**src/rtl/sc_point_pkg.sv**
```systemverilog
// Shared constants for the point FSM and its datapath responder.
package sc_point_pkg;

    // Shift-selection codes driven by the point FSM
    localparam logic [1:0] SHIFT_NONE  = 2'b00;
    localparam logic [1:0] SHIFT_LEFT  = 2'b01;
    localparam logic [1:0] SHIFT_RIGHT = 2'b10;
    localparam logic [1:0] SHIFT_HOLD  = 2'b11;

    // Move-timer states
    typedef enum logic {
        TIMER_COUNTING = 1'b0,
        TIMER_PENDING  = 1'b1
    } timerState_t;

endpackage : sc_point_pkg

```
**src/rtl/sc_movetimer.sv**
```systemverilog
// Move-request timer: counts TIMER_TICKS cycles, then holds an active-low
// request until a load acknowledges it. Clear or reset restarts the period.
module sc_movetimer
    import sc_point_pkg::*;
#(
    parameter int unsigned TIMER_TICKS = 50_000_000,
    parameter int unsigned TIMERWIDTH  = 26
) (
    input  logic SC_MOVETIMER_CLOCK_50,
    input  logic SC_MOVETIMER_RESET_InHigh,
    input  logic SC_MOVETIMER_clear_InLow,
    input  logic SC_MOVETIMER_ack_InLow,
    output logic SC_MOVETIMER_T0_OutLow
);

    localparam logic [TIMERWIDTH-1:0] TERMINALCOUNT = TIMERWIDTH'(TIMER_TICKS - 1);

    timerState_t           timerState;
    timerState_t           timerStateNext;
    logic [TIMERWIDTH-1:0] timerCount;
    logic [TIMERWIDTH-1:0] timerCountNext;
    logic                  t0OutLowNext;

    // State, counter and request register
    always_ff @(posedge SC_MOVETIMER_CLOCK_50) begin
        if (SC_MOVETIMER_RESET_InHigh) begin
            timerState             <= TIMER_COUNTING;
            timerCount             <= '0;
            SC_MOVETIMER_T0_OutLow <= 1'b1;
        end else begin
            timerState             <= timerStateNext;
            timerCount             <= timerCountNext;
            SC_MOVETIMER_T0_OutLow <= t0OutLowNext;
        end
    end

    // Next state: clear/ack restart the period and win over terminal count
    always_comb begin
        timerStateNext = timerState;
        timerCountNext = timerCount;
        if (!SC_MOVETIMER_clear_InLow || !SC_MOVETIMER_ack_InLow) begin
            timerStateNext = TIMER_COUNTING;
            timerCountNext = '0;
        end else begin
            case (timerState)
                TIMER_COUNTING: begin
                    if (timerCount == TERMINALCOUNT) begin
                        timerStateNext = TIMER_PENDING;
                    end else begin
                        timerCountNext = timerCount + TIMERWIDTH'(1);
                    end
                end
                TIMER_PENDING: begin
                    timerCountNext = timerCount;
                end
                default: begin
                    timerStateNext = TIMER_COUNTING;
                    timerCountNext = '0;
                end
            endcase
        end
    end

    // Output: request is active (low) whenever the timer sits in PENDING
    always_comb begin
        t0OutLowNext = 1'b1;
        if (timerStateNext == TIMER_PENDING) begin
            t0OutLowNext = 1'b0;
        end
    end

endmodule : sc_movetimer

```
**src/rtl/sc_pointregister.sv**
```systemverilog
// Point datapath: one-hot column register, row counter and move-request timer
// serving the point-control FSM.
module sc_pointregister
    import sc_point_pkg::*;
#(
    parameter int unsigned          DATAWIDTH   = 8,
    parameter logic [DATAWIDTH-1:0] INIT_VALUE  = DATAWIDTH'(8'b0001_0000),
    parameter int unsigned          ROWS        = 8,
    parameter int unsigned          ROWWIDTH    = 3,
    parameter int unsigned          TIMER_TICKS = 50_000_000,
    parameter int unsigned          TIMERWIDTH  = 26
) (
    input  logic                 SC_POINTREGISTER_CLOCK_50,
    input  logic                 SC_POINTREGISTER_RESET_InHigh,
    input  logic                 SC_POINTREGISTER_clear_InLow,
    input  logic                 SC_POINTREGISTER_load_InLow,
    input  logic [1:0]           SC_POINTREGISTER_shiftselection_In,
    output logic [DATAWIDTH-1:0] SC_POINTREGISTER_data_Out,
    output logic [ROWWIDTH-1:0]  SC_POINTREGISTER_row_Out,
    output logic                 SC_POINTREGISTER_T0_OutLow
);

    localparam logic [ROWWIDTH-1:0] LASTROW = ROWWIDTH'(ROWS - 1);

    logic [DATAWIDTH-1:0] dataNext;
    logic [ROWWIDTH-1:0]  rowNext;

    // Column shift: saturate at either edge so the point is never lost
    always_comb begin
        dataNext = SC_POINTREGISTER_data_Out;
        case (SC_POINTREGISTER_shiftselection_In)
            SHIFT_LEFT: begin
                if (!SC_POINTREGISTER_data_Out[DATAWIDTH-1]) begin
                    dataNext = {SC_POINTREGISTER_data_Out[DATAWIDTH-2:0], 1'b0};
                end
            end
            SHIFT_RIGHT: begin
                if (!SC_POINTREGISTER_data_Out[0]) begin
                    dataNext = {1'b0, SC_POINTREGISTER_data_Out[DATAWIDTH-1:1]};
                end
            end
            SHIFT_NONE, SHIFT_HOLD: begin
                dataNext = SC_POINTREGISTER_data_Out;
            end
            default: begin
                dataNext = SC_POINTREGISTER_data_Out;
            end
        endcase
    end

    // Row advance on load, wrapping from the last row back to 0
    always_comb begin
        rowNext = SC_POINTREGISTER_row_Out;
        if (!SC_POINTREGISTER_load_InLow) begin
            if (SC_POINTREGISTER_row_Out == LASTROW) begin
                rowNext = '0;
            end else begin
                rowNext = SC_POINTREGISTER_row_Out + ROWWIDTH'(1);
            end
        end
    end

    // Column and row registers; clear overrides shift and load
    always_ff @(posedge SC_POINTREGISTER_CLOCK_50) begin
        if (SC_POINTREGISTER_RESET_InHigh || !SC_POINTREGISTER_clear_InLow) begin
            SC_POINTREGISTER_data_Out <= INIT_VALUE;
            SC_POINTREGISTER_row_Out  <= '0;
        end else begin
            SC_POINTREGISTER_data_Out <= dataNext;
            SC_POINTREGISTER_row_Out  <= rowNext;
        end
    end

    sc_movetimer #(
        .TIMER_TICKS (TIMER_TICKS),
        .TIMERWIDTH  (TIMERWIDTH)
    ) u_moveTimer (
        .SC_MOVETIMER_CLOCK_50     (SC_POINTREGISTER_CLOCK_50),
        .SC_MOVETIMER_RESET_InHigh (SC_POINTREGISTER_RESET_InHigh),
        .SC_MOVETIMER_clear_InLow  (SC_POINTREGISTER_clear_InLow),
        .SC_MOVETIMER_ack_InLow    (SC_POINTREGISTER_load_InLow),
        .SC_MOVETIMER_T0_OutLow    (SC_POINTREGISTER_T0_OutLow)
    );

endmodule : sc_pointregister
```
**config.mk**
```make
export PLATFORM = sky130hd
export DESIGN_NAME = sc_pointregister
export DESIGN_NICKNAME = d
export VERILOG_FILES = /design/src/rtl/sc_point_pkg.sv /design/src/rtl/sc_movetimer.sv /design/src/rtl/sc_pointregister.sv
export SDC_FILE = /design/constraint.sdc
export NUM_CORES = 1
export LEC_CHECK = 0
export ABC_AREA = 1
export CORE_ASPECT_RATIO = 0.7
export CORE_UTILIZATION = 26
export CTS_BUF_LIST = sky130_fd_sc_hd__clkbuf_4
export CTS_CLUSTER_SIZE = 20
export DETAILED_ROUTE_END_ITERATION = 10
export SYNTH_ARGS = -nofsm -noshare
export SYNTH_HDL_FRONTEND = slang
export SYNTH_HIERARCHICAL = 1
export SYNTH_SLANG_ARGS = --single-unit
```
**constraint.sdc**
```tcl
create_clock -name SC_POINTREGISTER_CLOCK_50 -period 1.4 [get_ports SC_POINTREGISTER_CLOCK_50]
set_input_delay 0.42 -clock SC_POINTREGISTER_CLOCK_50 [delete_from_list [all_inputs] [get_ports SC_POINTREGISTER_CLOCK_50]]
set_output_delay 0.42 -clock SC_POINTREGISTER_CLOCK_50 [all_outputs]
set_load 0.03 [all_outputs]
```
### Gate families picked out, run 1

Scale bar: 20 um.
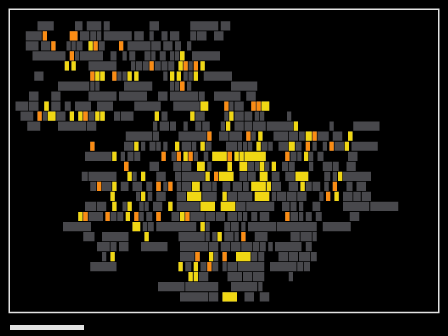
legend:
  nor cells:
    colour: yellow
    cells: 85
    most_used: nor2_1
  inv cells:
    colour: orange
    cells: 45
    most_used: inv_1

### Signal wires by layer, run 1

Scale bar: 20 um.
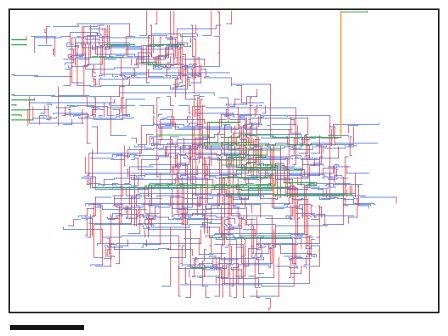
legend:
  metal 1:
    colour: blue
    wire_length: 3,480 um
  metal 4:
    colour: orange
    wire_length: 39.4 um
  metal 2:
    colour: red
    wire_length: 2,600 um
  metal 3:
    colour: green
    wire_length: 436 um

==> impl.org, run 1 <==
#+TITLE: Synthesis and PnR summary

** Outcome
- The run finished, with violations left.
- Violated checks :: negative setup slack

** Layout
- The finished layout holds 570 standard cells, fillers aside.
- Of the total standard cell area in the layout, the sequential portion is 23.94%.
- The largest registers in the layout are u_moveTimer/timerCount (26), SC_POINTREGISTER_data_Out (8), SC_POINTREGISTER_row_Out (3).
- Commonest non-fill, non-tap cells in the layout :: sky130_fd_sc_hd__nand2_1, sky130_fd_sc_hd__buf_4, sky130_fd_sc_hd__nor2_1, sky130_fd_sc_hd__inv_1, sky130_fd_sc_hd__nand3_1
- Number of multi-input combinational cells in the layout :: 281
- Per the layout area report, the combinational gate area comes to 1533 um2.
- After routing the design area is 3382 um2.
- Biggest area consumer among cell classes :: combinational gates
- Fillers :: 900
- The area growth from synthesis to layout is 42.94%.
- Final Core Density :: 39.08%
- The register with the most flip-flops in the layout has 26 of them.
- Number of buffers other than clock buffers in the final layout :: 77
- Total area of sequential cells :: 809.5 um2
- Non-clock buffer share :: 18.02%

** Hold path
- Hold/Removal Path Class :: flop to flop

** Critical path
- Worst Setup Start Kind :: flop
- Data arrives at the worst endpoint at 1.82 ns.
- The critical path is of the flop to flop type.

** Timing
- Worst-case setup margin in the final layout :: -0.1287 ns
- Headroom to the max-slew limit came out at 78.99%.
- The pin closest to its max-slew limit shows a slew of 0.3133 ns.
- Setup total negative slack :: -1.558 ns
- The final timing report derives a shortest allowable period of 1.529 ns.
- Post-route period utilization is reported as 109.2%.
- Max Slew Vio Count :: 0
- # setup viols final :: 22

** Clocking
- The root buffer cell chosen for the clock tree is sky130_fd_sc_hd__clkbuf_4.
- The report lists the number of cells resized after CTS as 24.
- After clock tree synthesis, the clock-pin slew on the worst setup and hold paths is 0.14 ns.
- Number of buffers created by CTS :: 5
- Latest clock arrival within the worst-skew pair :: 0.36 ns
- Hold repair after CTS inserted 0 buffers.
- The number of clock sinks came to 39.
- Clock tree from TritonCTS :: built
- Clk buf depth :: 2

** Power
- Internal power consumption :: 1.789 mW
- Looking at the power breakdown, combinational cells take 9.3% of the total.
- The flow reports power dissipated in combinational cells as 0.220 mW.
- Group with the largest share of power :: sequential cells
- Per report_power, the clock group accounts for 42.2% of the total.
- Power comes to 2.361 mW.
- Power spread over the standard cell area amounts to 698.0 nW/um2.

** Floorplanning
- The die is 81.82 um tall.
- Core Rows :: 28
- The floorplan step set the die width to 116.0 um.
- Placeable core region :: 8653 um2

** Routing
- Routed length per placed instance :: 11.50 um
- Dividing the detail-routed via count by the number of cells gives 4.532.
- After detailed routing, the total wire length is 6.557 mm.

** Synthesis
- Yosys top cell by area :: sky130_fd_sc_hd__dfxtp_1
- # Cells Yosys :: 371
- The synthesized design contains 0 enable-type register cells.
- In the post-synthesis netlist, the cell with the most instances is sky130_fd_sc_hd__nand2_1.
- For reference, the top cells by area after synthesis are sky130_fd_sc_hd__dfxtp_1, sky130_fd_sc_hd__nand2_1, sky130_fd_sc_hd__nor2_1, sky130_fd_sc_hd__nand3_1, sky130_fd_sc_hd__inv_1.
- Warnings from Yosys :: 6
- Sorting the synthesized cells by how often they occur yields sky130_fd_sc_hd__nand2_1, sky130_fd_sc_hd__nor2_1, sky130_fd_sc_hd__inv_1, sky130_fd_sc_hd__nand3_1, sky130_fd_sc_hd__dfxtp_1.
- Gate count of the mapped netlist :: 371
- Average cell area after synthesis :: 6.377 um2
- The mapped netlist covers 2366 um2.
- When the netlist entered floorplanning its net count stood at 382.

** Job
- The run reported a max-capacitance violation count of 0.

** GRT
- Entering global routing, the biggest net connects 19 pins.
- The via count of the first global-routing pass is 2,172.

** Place
- After detailed placement, the total cell area comes to 2994 um2.
- The wire-length estimate of the detail-placed layout is 4.807 mm.
- Placed cells :: 553
### Placement by cell class, run 1

Scale bar: 20 um. Fill, decap, tap and diode cells in grey.
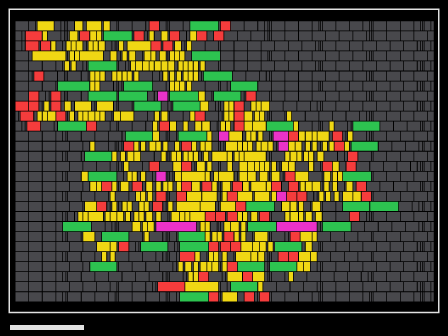
legend:
  clock drivers and dummy loads:
    colour: magenta
    cells: 8
    share_of_their_area: 3.4%
  sequential cells:
    colour: green
    cells: 39
    share_of_their_area: 25%
  combinational and other logic:
    colour: yellow
    cells: 326
    share_of_their_area: 53%
  remaining buffers and delay cells:
    colour: red
    cells: 77
    share_of_their_area: 19%

[run 1: critical path, cell delays in order (launching register included)]
cell	delay, ns
sky130_fd_sc_hd__dfxtp_2	0.38
sky130_fd_sc_hd__buf_4	0.12
sky130_fd_sc_hd__nand3_1	0.14
sky130_fd_sc_hd__nor2_4	0.20
sky130_fd_sc_hd__buf_4	0.14
sky130_fd_sc_hd__buf_4	0.11
sky130_fd_sc_hd__xor2_1	0.14
sky130_fd_sc_hd__nand3_1	0.09
sky130_fd_sc_hd__a21oi_1	0.15
[run 1: routing by layer]
layer / global-route usage (%) / up-vias / wire length [um]
met5: 0 / - / 0
met4: 3.462 / 0 / 39
met3: 3.321 / 4 / 435
met2: 19.94 / 75 / 2600
met1: 21.56 / 1164 / 3481
li1: - / 1340 / -
[run 1: final timing paths]
| path | start | end | slack, ns | depth (start not counted) |
|---|---|---|---|---|
| worst max register to register | u_moveTimer/timerCount[1] | u_moveTimer/timerCount[5] | -0.13 | 8 |
| worst min register to register | u_moveTimer/timerCount[3] | u_moveTimer/timerCount[3] | 0.51 | 2 |
| worst max-delay path | u_moveTimer/timerCount[1] | u_moveTimer/timerCount[5] | -0.13 | 8 |
| worst min-delay path | u_moveTimer/timerCount[3] | u_moveTimer/timerCount[3] | 0.51 | 2 |
[run 1: cells by family (layout without fill, tap and decap cells)]
group / count (synthesis) / after routing / synth area share, %
AND-OR/OR-AND: 31 / 31 / 6.875
XOR/XNOR: 5 / 5 / 1.851
adder cells (fa/ha/maj): 5 / 5 / 2.644
buffers and inverters: 52 / 130 / 10.36
flip-flops: 39 / 39 / 33.00
AND/OR/NAND/NOR: 239 / 240 / 45.27
### Cell outlines without signal wires, run 1

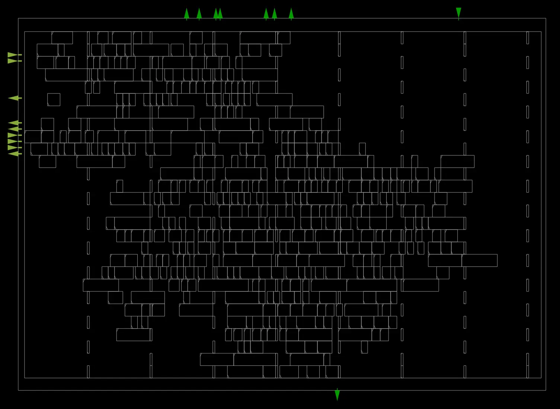

==> inputs of run 2 (changes only) <==
--- a/config.mk
+++ b/config.mk
@@ -11,6 +11,7 @@
 export CTS_BUF_LIST = sky130_fd_sc_hd__clkbuf_4
 export CTS_CLUSTER_SIZE = 20
 export DETAILED_ROUTE_END_ITERATION = 10
+export RECOVER_POWER = 25
 export SYNTH_ARGS = -nofsm -noshare
 export SYNTH_HDL_FRONTEND = slang
 export SYNTH_HIERARCHICAL = 1
### Cell outlines without signal wires, run 2

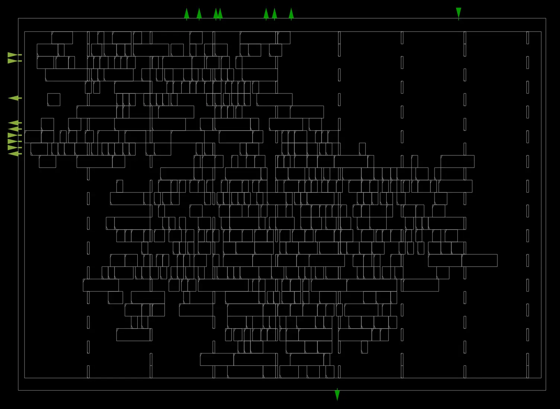
number of well taps: 120
Core Rows: 28

==> run 2 against run 1 <==
Effect of this change: the flow still finishes with violations (negative setup slack); sequential power barely moved; via count rose by 0.15%; register-to-register slack barely moved; utilization fell by 0.10 points; maximum frequency barely moved; sequential share of layout area barely moved; total power barely moved; combinational power barely moved; final cell count did not move; hold slack barely moved; critical path depth did not move; critical path type unchanged.
==> impl.org, run 2 <==
#+TITLE: Synthesis and PnR summary

** Timing
- Across the routed clock network, the largest skew measured is 0.01615 ns.
- Measured slew at the worst slew-check pin :: 0.3246 ns (+0.01133 ns)
- The minimum clock period after layout came to 1.528 ns (-0.001061 ns).
- The number of max-slew violations in the final report came to 0 (unchanged).
- Per the final timing report, the hold violations number 0.
- Setup total negative slack :: -1.668 ns (-0.1105 ns)
- The portion of the clock cycle consumed by the worst path in the final layout came to 109.1% (about the same).
- # setup viols final :: 26 (+18%)
- Worst-case setup margin in the final layout :: -0.1276 ns (+0.001061 ns)
- Rel. slew slack :: 78.23% (-0.76 points)
- Hold Slack :: 0.5089 ns

** GRT
- Fraction of met3 tracks used by global routing :: 3.321% (unchanged)
- Global-route met1 utilization :: 21.56% (unchanged)
- Via count of the first global-routing pass :: 2,172 (unchanged)
- The first global-routing pass estimated 10.45 mm of wire.
- Overall overflow remaining after global route :: 0
- Largest net degree at the start of global routing :: 19 (unchanged)
- The number of antenna violations at the first check in global routing is 0.
- Met2 Track Usage GR :: 19.94% (unchanged)
- All-layer global routing usage :: 14.28%
- In this run the most used layer during global routing was met1.

** Critical path
- Worst Path Arrival :: 1.82 ns (about the same)
- Worst Setup Start Kind :: flop
- Largest stage delay on the critical path :: 0.38 ns (about the same)
- Buffers plus inverters on the worst setup path :: 3 (unchanged)
- For reference, the most critical setup path is categorized as flop to flop.
- STA classifies the critical path endpoint as a flop.
- Grouping stages by cell kind, the critical path spends the most delay in simple AND/OR/NAND/NOR gates.
- Cell occurring most often along the worst timing path :: sky130_fd_sc_hd__buf_4
- CP Cell Sequence :: buf_4 > nand3_1 > nor2_4 > buf_4 > buf_4 > xor2_1 > nand3_1 > a21oi_1
- Worst endpoint required time :: 1.69 ns
- The slowest stage of the critical path is the sky130_fd_sc_hd__dfxtp_2 cell.
- CP Max Fanout :: 3

** Synthesis
- Share of the synthesized area in the top cell type :: 33.00%
- Post-synthesis instance area :: 2366 um2 (unchanged)
- Counting instances in the post-synthesis netlist gives the leading cell types as sky130_fd_sc_hd__nand2_1, sky130_fd_sc_hd__nor2_1, sky130_fd_sc_hd__inv_1, sky130_fd_sc_hd__nand3_1, sky130_fd_sc_hd__dfxtp_1.
- The cell type that accounts for the most area after synthesis is sky130_fd_sc_hd__dfxtp_1.
- Cell types with the largest area share after synthesis :: sky130_fd_sc_hd__dfxtp_1, sky130_fd_sc_hd__nand2_1, sky130_fd_sc_hd__nor2_1, sky130_fd_sc_hd__nand3_1, sky130_fd_sc_hd__inv_1
- The number of cells in Yosys stat was 371 (unchanged).
- FF+latch count, synth :: 39
- Warnings from Yosys :: 6 (unchanged)
- Yosys instantiated no cell more often than sky130_fd_sc_hd__nand2_1.
- In the Yosys report, the sequential cells make up 33.00% of the chip area.
- The gate-level netlist out of Yosys references 25 unique cell types.
- The count of library flops with an enable pin was 0 (unchanged).
- Gate count of the mapped netlist :: 371 (unchanged)
- The number of nets at floorplan is 382 (unchanged).
- Of all flip-flops after synthesis, the portion carrying an async set or reset was 0%.
- Average cell area after synthesis :: 6.377 um2 (unchanged)
- Total cell area reported by yosys after synthesis :: 2366 um2
- The synthesis report names the predominant flop master as sky130_fd_sc_hd__dfxtp_1.

** Routing
- The wire length reported by the detailed router was 6.577 mm (+0.31%).
- The highest metal layer carrying signal wires in the routed design is met4.
- The per-cell routed wire length was 11.54 um (+0.31%).
- Number of DRC markers after the initial detailed-route iteration :: 144
- Vias per std cell :: 4.539 (+0.15%)
- Remaining antenna violation count :: 0
- TritonRoute reported its final design rule violation total as 0.
- The amount of wire on met2 after detailed routing is 2.632 mm (+1.2%).
- Length of routed met3 wiring :: 484 um (+11%)
- The routed length on met1 was 3.413 mm (-2.0%).
- Before antenna repair, the detailed router went through 5 iterations.
- Summing over every cut layer, the via total after detailed routing is 2,587.

** Job
- Log Warnings :: 30
- The count of maximum capacitance violations was 0 (unchanged).

** Clocking
- Post-cts repair resize count :: 24 (unchanged)
- Clock sink total :: 39 (unchanged)
- Latest clock arrival within the worst-skew pair :: 0.36 ns (about the same)
- TritonCTS built the clock tree.
- Clock root buffer :: sky130_fd_sc_hd__clkbuf_4
- The deepest clock path buffer count came to 2 (unchanged).
- Register clock-pin slew on the reported worst setup and hold paths :: 0.14 ns (about the same)
- The hold buffer count at cts came to 0 (unchanged).
- Number of buffers created by CTS :: 5 (unchanged)
- # H-tree levels :: 2

** Floorplanning
- Floorplan-stage core utilization :: 27.34%
- The die width came to 116.0 um (unchanged).
- Full die area :: 9492 um2
- The vertical die dimension was 81.82 um (unchanged).
- Placeable core region :: 8653 um2 (unchanged)
- For this design the top-level I/O count stands at 18.

** Power
- Leak :: 1.451 nW
- Internal power consumption :: 1.787 mW (-0.12%)
- Share of power burned in registers :: 48.5%
- Clock Power Share :: 42.3% (about the same)
- The portion of total power attributed to combinational logic is 9.2% (about the same).
- The total power came to 2.359 mW (about the same).
- Net switching is 24.26% of the power.
- In this run the VDD rail shows a maximum IR drop of 0.3831 mV.
- Power per standard cell area :: 699.4 nW/um2 (+0.20%)

** Layout
- The largest registers in the layout are u_moveTimer/timerCount (26), SC_POINTREGISTER_data_Out (8), SC_POINTREGISTER_row_Out (3).
- The filler-free cell count of the finished design came to 570 (unchanged).
- Register ranked first by flip-flop count :: u_moveTimer/timerCount
- In the layout the commonest cells are sky130_fd_sc_hd__nand2_1, sky130_fd_sc_hd__buf_4, sky130_fd_sc_hd__nor2_1, sky130_fd_sc_hd__inv_1, sky130_fd_sc_hd__nand3_1.
- Flip-flop count of the largest register after layout :: 26 (unchanged)
- The final antenna diode tally reported by the flow is 0.
- Per the final layout report, the fraction of cells sized above drive strength 1 comes to 31.78%.
- Per the cell usage report, the commonest logic cell in the layout is sky130_fd_sc_hd__nand2_1.
- Final layout net count :: 460
- Area added between synthesis and finish :: 42.57%
- Fillers :: 902 (+0.22%)

** Place
- Number of port buffers :: 17
- HPWL after detailed placement :: 4.807 mm (unchanged)
- The number of cells in the design after placement is 553 (unchanged).

** Outcome
- The final reports fail on negative setup slack.
- The run finished, with violations left.

** Hold path
- The min-delay analysis places its worst path in the category flop to flop.
### Gate families picked out, run 2

Scale bar: 20 um.
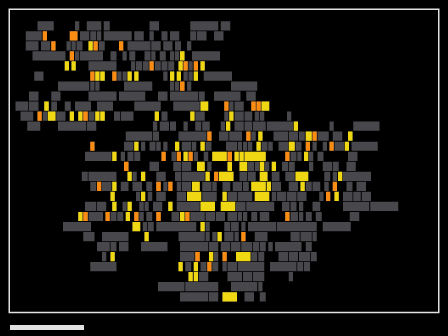
legend:
  inv cells:
    colour: orange
    cells: 45
    most_used: inv_1
  nor cells:
    colour: yellow
    cells: 85
    most_used: nor2_1

-- run 2: cell type report --
class,instances,area [um2],share of cell area [%]
multi-input combinational,281,1530,45.36
clock buffer,5,37.54,1.113
clock inverter,3,71.32,2.114
tap,120,150.1,4.451
inverter,45,171.4,5.082
sequential,39,808.3,23.96
timing repair buffer,77,604.3,17.92
-- run 2: stage by stage --
| stage | worst slack (ns) | utilization, % | instance area (um2) |
|---|---|---|---|
| global placement | -0.4151 | 34.60 | 2994 |
| global route | -0.2174 | 38.98 | 3373 |
| detailed placement | -0.4657 | 34.60 | 2994 |
| CTS | -0.1026 | 36.91 | 3194 |
| finish | -0.1276 | 38.98 | 3373 |
| floorplan | -0.08332 | - | 2390 |
-- run 2: power by group through the flow --
stage / Sequential [mW] / Combinational, mW / Clock, mW
after floorplan: 1.19 / 0.111 / 0
after global placement: 1.17 / 0.198 / 0
after detailed placement: 1.17 / 0.201 / 0
after CTS: 1.14 / 0.204 / 1.02
after global routing: 1.15 / 0.243 / 1.08
final: 1.14 / 0.218 / 0.998
-- run 2: cells by family after synthesis --
| kind of cell | share of synthesized area [%] |
|---|---|
| buffers and inverters | 10.36 |
| adder cells (fa/ha/maj) | 2.644 |
| XOR/XNOR | 1.851 |
| AND-OR/OR-AND | 6.875 |
| flip-flops | 33.00 |
| AND/OR/NAND/NOR | 45.27 |
-- run 2: worst paths after layout --
check / cells past startpoint / start / slack, ns / to
max: 8 / u_moveTimer/timerCount[1] / -0.13 / u_moveTimer/timerCount[5]
min: 2 / u_moveTimer/timerCount[3] / 0.51 / u_moveTimer/timerCount[3]
max reg2reg: 8 / u_moveTimer/timerCount[1] / -0.13 / u_moveTimer/timerCount[5]
min reg2reg: 2 / u_moveTimer/timerCount[3] / 0.51 / u_moveTimer/timerCount[3]
### Signal wires by layer, run 2

Scale bar: 20 um.
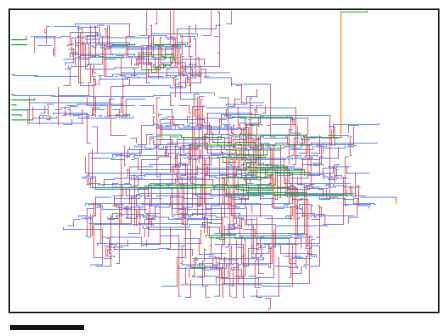

==> inputs of run 3 (changes only) <==
--- a/config.mk
+++ b/config.mk
@@ -7,11 +7,13 @@
 export LEC_CHECK = 0
 export ABC_AREA = 1
 export CORE_ASPECT_RATIO = 0.7
+export CORE_MARGIN = 4
 export CORE_UTILIZATION = 26
 export CTS_BUF_LIST = sky130_fd_sc_hd__clkbuf_4
 export CTS_CLUSTER_SIZE = 20
 export DETAILED_ROUTE_END_ITERATION = 10
 export RECOVER_POWER = 25
+export SLEW_MARGIN = 20
 export SYNTH_ARGS = -nofsm -noshare
 export SYNTH_HDL_FRONTEND = slang
 export SYNTH_HIERARCHICAL = 1
### Signal wires by layer, run 3

Scale bar: 20 um.
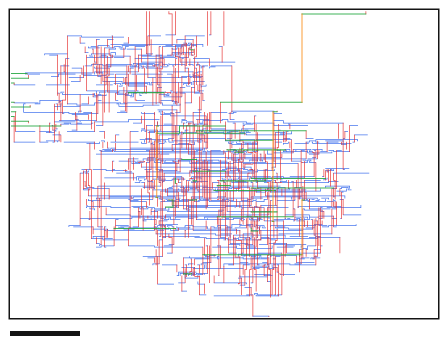
legend:
  metal 2:
    colour: red
    wire_length: 2,780 um
  metal 3:
    colour: green
    wire_length: 375 um
  metal 4:
    colour: orange
    wire_length: 92.5 um
  metal 1:
    colour: blue
    wire_length: 3,580 um

### Placement by cell class, run 3

Scale bar: 20 um. Fill, decap, tap and diode cells in grey.
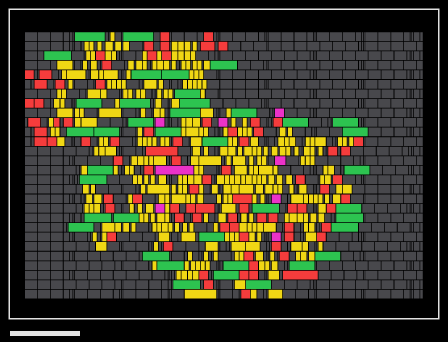
legend:
  combinational and other logic:
    colour: yellow
    cells: 326
    share_of_their_area: 51%
  clock drivers and dummy loads:
    colour: magenta
    cells: 8
    share_of_their_area: 2.6%
  sequential cells:
    colour: green
    cells: 39
    share_of_their_area: 25%
  remaining buffers and delay cells:
    colour: red
    cells: 82
    share_of_their_area: 21%

==> run 3 against run 2 <==
Effect of this change: sequential cell count stayed put; die area is 13% higher; worst setup slack worse by 0.063 ns; clock skew is 0.0082 ns higher; maximum frequency is 3.9% lower; routed wire length is 3.8% higher; critical path depth is 3 higher; highest routed layer unchanged; via count is 0.50% higher; largest cell class unchanged; critical endpoint is now u_moveTimer/timerCount[23]; the run still ends with negative setup slack left; register-to-register slack worse by 0.06 ns.
==> impl.org, run 3 <==
#+TITLE: Synthesis and PnR summary

** Floorplanning
- Core Rows :: 28 (unchanged)
- The die outline area came to 10,720 um2 (+13%).
- The die width is 122.0 um (+5.2%).
- Placeable core region :: 8653 um2 (unchanged)
- The vertical die dimension was 87.82 um (+7.3%).
- The number of placed I/O pins came to 18 (unchanged).
- Floorplan-stage core utilization :: 27.34% (unchanged)

** Critical path
- Worst Setup Start Kind :: flop
- For the worst reg-to-reg path, the startpoint reported by OpenROAD is u_moveTimer/timerCount[1].
- Broken down by cell family, the worst path's largest delay share belongs to simple AND/OR/NAND/NOR gates.
- The worst register-to-register path ends at u_moveTimer/timerCount[23].
- Cell depth of the worst setup path :: 11 (+3)
- Slowest stage cell on the critical path :: sky130_fd_sc_hd__dfxtp_2
- The worst setup path is captured at a flop.
- Start point of the critical path :: u_moveTimer/timerCount[1]
- The critical path ends at u_moveTimer/timerCount[23].
- Traced cell by cell, the critical path runs through ha_4 > nand2_2 > nor2_4 > nand2_4 > nor2_4 > nand3_4 > buf_8 > nand2_1 > nand2_1 > nand2_1 > nor2_1.
- Crit Path Class :: flop to flop
- Worst-case register-to-register setup slack :: -0.19 ns (-0.06 ns)
- Worst endpoint required time :: 1.67 ns (-0.02 ns)
- Largest stage delay on the critical path :: 0.37 ns (about the same)
- The largest fanout on the critical path came to 7 (+4).
- The cell that appears most often on the critical path is sky130_fd_sc_hd__nand2_1.
- Worst Reg-to-Reg Cells :: 11 (+3)
- Worst Path Arrival :: 1.86 ns (+0.04 ns)

** Routing
- Vias per std cell :: 4.522 (-0.37%)
- The total via count after detailed routing came to 2,600 (+0.50%).
- Routed length per placed instance :: 11.87 um (+2.9%)
- Total routed wirelength :: 6.828 mm (+3.8%)
- Number of optimization iterations in the first detailed-route pass :: 5 (unchanged)
- Number of DRC markers after the initial detailed-route iteration :: 183 (+27%)
- The number of remaining DRC errors was 0 (unchanged).
- The remaining antenna violation count is 0 (unchanged).

** Power
- Worst IR Drop VDD :: 0.3478 mV (-9.2%)
- Share of power burned in registers :: 52.4% (+3.9 points)
- Internal power consumption :: 1.590 mW (-11%)
- Sequential-cell power consumption :: 1.14 mW (about the same)
- The dominant power group in this design is sequential cells.
- The leakage power came to 1.420 nW (-2.1%).
- The power dissipated in the clock network is 0.821 mW (-18%).
- Clock Power Share :: 37.8% (-4.5 points)
- Switch share :: 26.79% (+2.5 points)
- The portion of total power attributed to combinational logic was 9.8% (+0.6 points).

** Timing
- The headroom to the max-slew limit is 78.91% (+0.68 points).
- The final worst slack was -0.1903 ns (-0.06267 ns).
- Worst Clk Skew :: 0.02434 ns (+0.008192 ns)
- The number of max-slew violations in the final report came to 0 (unchanged).
- The final count of hold timing violations was 0 (unchanged).
- The slew at the pin with the worst max-slew slack came to 0.3152 ns (-0.009346 ns).
- Hold Slack :: 0.5046 ns (-0.004243 ns)
- # setup viols final :: 27 (+3.8%)
- The minimum clock period after layout came to 1.590 ns (+0.06267 ns).
- The portion of the clock cycle consumed by the worst path in the final layout came to 113.6% (+4.5 points).

** Clocking
- Register clock-pin slew on the reported worst setup and hold paths :: 0.13 ns (about the same)
- The number of sinks driven by the clock tree is 39 (unchanged).
- # H-tree levels :: 2 (unchanged)
- Latest clock arrival within the worst-skew pair :: 0.38 ns (+0.02 ns)
- The tree is rooted in a sky130_fd_sc_hd__clkbuf_4.
- Count of hold buffers inserted by post-cts repair :: 0 (unchanged)
- Clock tree from TritonCTS :: built
- Number of buffers created by CTS :: 5 (unchanged)
- Clk buf depth :: 2 (unchanged)

** Synthesis
- FF+latch count, synth :: 39 (unchanged)
- The mapped cell area is 2366 um2 (unchanged).
- Average cell area after synthesis :: 6.377 um2 (unchanged)
- Adder and majority cell fraction of the synthesized area :: 2.644% (unchanged)
- Ranking of synthesized cells by instance count :: sky130_fd_sc_hd__nand2_1, sky130_fd_sc_hd__nor2_1, sky130_fd_sc_hd__inv_1, sky130_fd_sc_hd__nand3_1, sky130_fd_sc_hd__dfxtp_1
- The number of nets at floorplan came to 382 (unchanged).
- Mux cell area share :: 0% (unchanged)
- Yosys top cell by area :: sky130_fd_sc_hd__dfxtp_1
- Fraction of registers with async set/reset :: 0% (unchanged)
- Most numerous cell in the Yosys netlist :: sky130_fd_sc_hd__nand2_1
- Count of flip-flops with a built-in enable after synthesis :: 0 (unchanged)
- Post-synthesis share of cell area spent on and-or and or-and gates :: 6.875% (unchanged)
- Sequential cell area fraction in the yosys report :: 33.00% (unchanged)
- Top non-seq family :: simple AND/OR/NAND/NOR gates
- The number of cells in Yosys stat was 371 (unchanged).
- The synthesis report names the predominant flop master as sky130_fd_sc_hd__dfxtp_1.
- The proportion of netlist area held by the largest area contributor is 33.00% (unchanged).
- Cell Type Count :: 25 (unchanged)
- Xor/xnor share :: 1.851% (unchanged)
- Gate count of the mapped netlist :: 371 (unchanged)
- Cell types with the largest area share after synthesis :: sky130_fd_sc_hd__dfxtp_1, sky130_fd_sc_hd__nand2_1, sky130_fd_sc_hd__nor2_1, sky130_fd_sc_hd__nand3_1, sky130_fd_sc_hd__inv_1
- The simple-gate share of the synthesized area was 45.27% (unchanged).
- Warnings from Yosys :: 6 (unchanged)
- Total cell area reported by yosys after synthesis :: 2366 um2 (unchanged)

** Layout
- Leaving out fill and tap cells, the most frequent cell in the layout is sky130_fd_sc_hd__nand2_1.
- Combinational gate area :: 1490 um2 (-2.6%)
- Final layout net count :: 465 (+1.1%)
- Number of diodes added for antenna fixing :: 0 (unchanged)
- Fillers :: 916 (+1.6%)
- Total area of sequential cells :: 818.3 um2 (+1.2%)
- By instance count after routing, the leading logic cell types are sky130_fd_sc_hd__nand2_1, sky130_fd_sc_hd__buf_4, sky130_fd_sc_hd__nor2_1, sky130_fd_sc_hd__inv_1, sky130_fd_sc_hd__nand3_1.
- Fraction of layout instances using a drive strength above 1 :: 32.53% (+0.75 points)
- Flip-flop count of the largest register after layout :: 26 (unchanged)
- Largest regs :: u_moveTimer/timerCount (26), SC_POINTREGISTER_data_Out (8), SC_POINTREGISTER_row_Out (3)
- Register ranked first by flip-flop count :: u_moveTimer/timerCount
- Compared with the post-synthesis result, the final layout area differs by 43.42%.
- The final instance area was 3393 um2 (+0.59%).

** Outcome
- Run status :: finished with violations
- Violated checks :: negative setup slack

** Place
- The total half-perimeter wirelength after legalization and detailed placement was 4.919 mm (+2.3%).
- Number of port buffers :: 17 (unchanged)
- The cell area reported after detailed placement is 3032 um2 (+1.3%).
- The worst setup slack after placement came to -0.4240 ns (+0.04171 ns).

** GRT
- Largest net degree at the start of global routing :: 19 (unchanged)
- The via count of the first global-routing pass is 2,322 (+6.9%).
- First-pass GRT wire length :: 10.89 mm (+4.2%)
- The overall overflow remaining after global route came to 0 (unchanged).
- Global routing's busiest layer :: met1
- Met2 Track Usage GR :: 18.19% (-1.8 points)
- All-layer global routing usage :: 12.74% (-1.5 points)
- The met3 global-route usage came to 2.518% (-0.80 points).

** Job
- Total of max-cap violations :: 0 (unchanged)
- Log Warnings :: 30 (unchanged)

** Hold path
- Hold/Removal Path Class :: flop to flop
## run 3: worst min path at each step
stage                              startpoint                        end  slack [ns]  cells after the start
floorplan           u_moveTimer/timerCount[3]  u_moveTimer/timerCount[3]        0.45                      2
global placement    u_moveTimer/timerCount[3]  u_moveTimer/timerCount[3]        0.48                      2
detailed placement  u_moveTimer/timerCount[3]  u_moveTimer/timerCount[3]        0.48                      2
CTS                 u_moveTimer/timerCount[3]  u_moveTimer/timerCount[3]        0.50                      2
global route        u_moveTimer/timerCount[3]  u_moveTimer/timerCount[3]        0.54                      2
finish              u_moveTimer/timerCount[3]  u_moveTimer/timerCount[3]        0.50                      2
## run 3: final cells by class
cell class / instances / area share [%]
clock buffers: 5 / 1.106
clock inverters: 3 / 1.364
inverters: 45 / 4.978
multi-input cells: 281 / 43.92
flip-flops and latches: 39 / 24.12
well taps: 120 / 4.425
repair buffers: 82 / 20.10
## run 3: per-stage QoR
step                instances  utilization [%]  setup TNS [ns]  total power [mW]
global placement          558            35.03          -8.158             1.367
detailed placement        558            35.03          -8.984             1.371
CTS                       570            37.32          -2.059             2.202
floorplan                 371                -         -0.6834             1.301
global route              575            39.21          -6.494             2.281
finish                    575            39.21          -3.546             2.171
## run 3: what timing repair did
item                       4_1_cts  5_1_grt
setup endpoints to repair       39       44
gates resized                   23       41
pin swaps                        2       12
buffers inserted                 3        3
gates cloned                     1        2
## run 3: worst reg2reg max path, delay by kind of cell, from the launching register on
family | cells | cell delay (ns)
adders and majority gates | 1 | 0.14
buffers and inverters | 1 | 0.20
DFF | 1 | 0.37
and+or+nand+nor | 9 | 0.79
## run 3: metal layers
layer  up-vias  part of all wire, %
li1       1349                    -
met1      1173                   52
met2        68                   41
met3        10                  5.5
met4         0                  1.3
met5         -                    0
Power figures rest on the tool's default switching activity, not on a simulated workload.
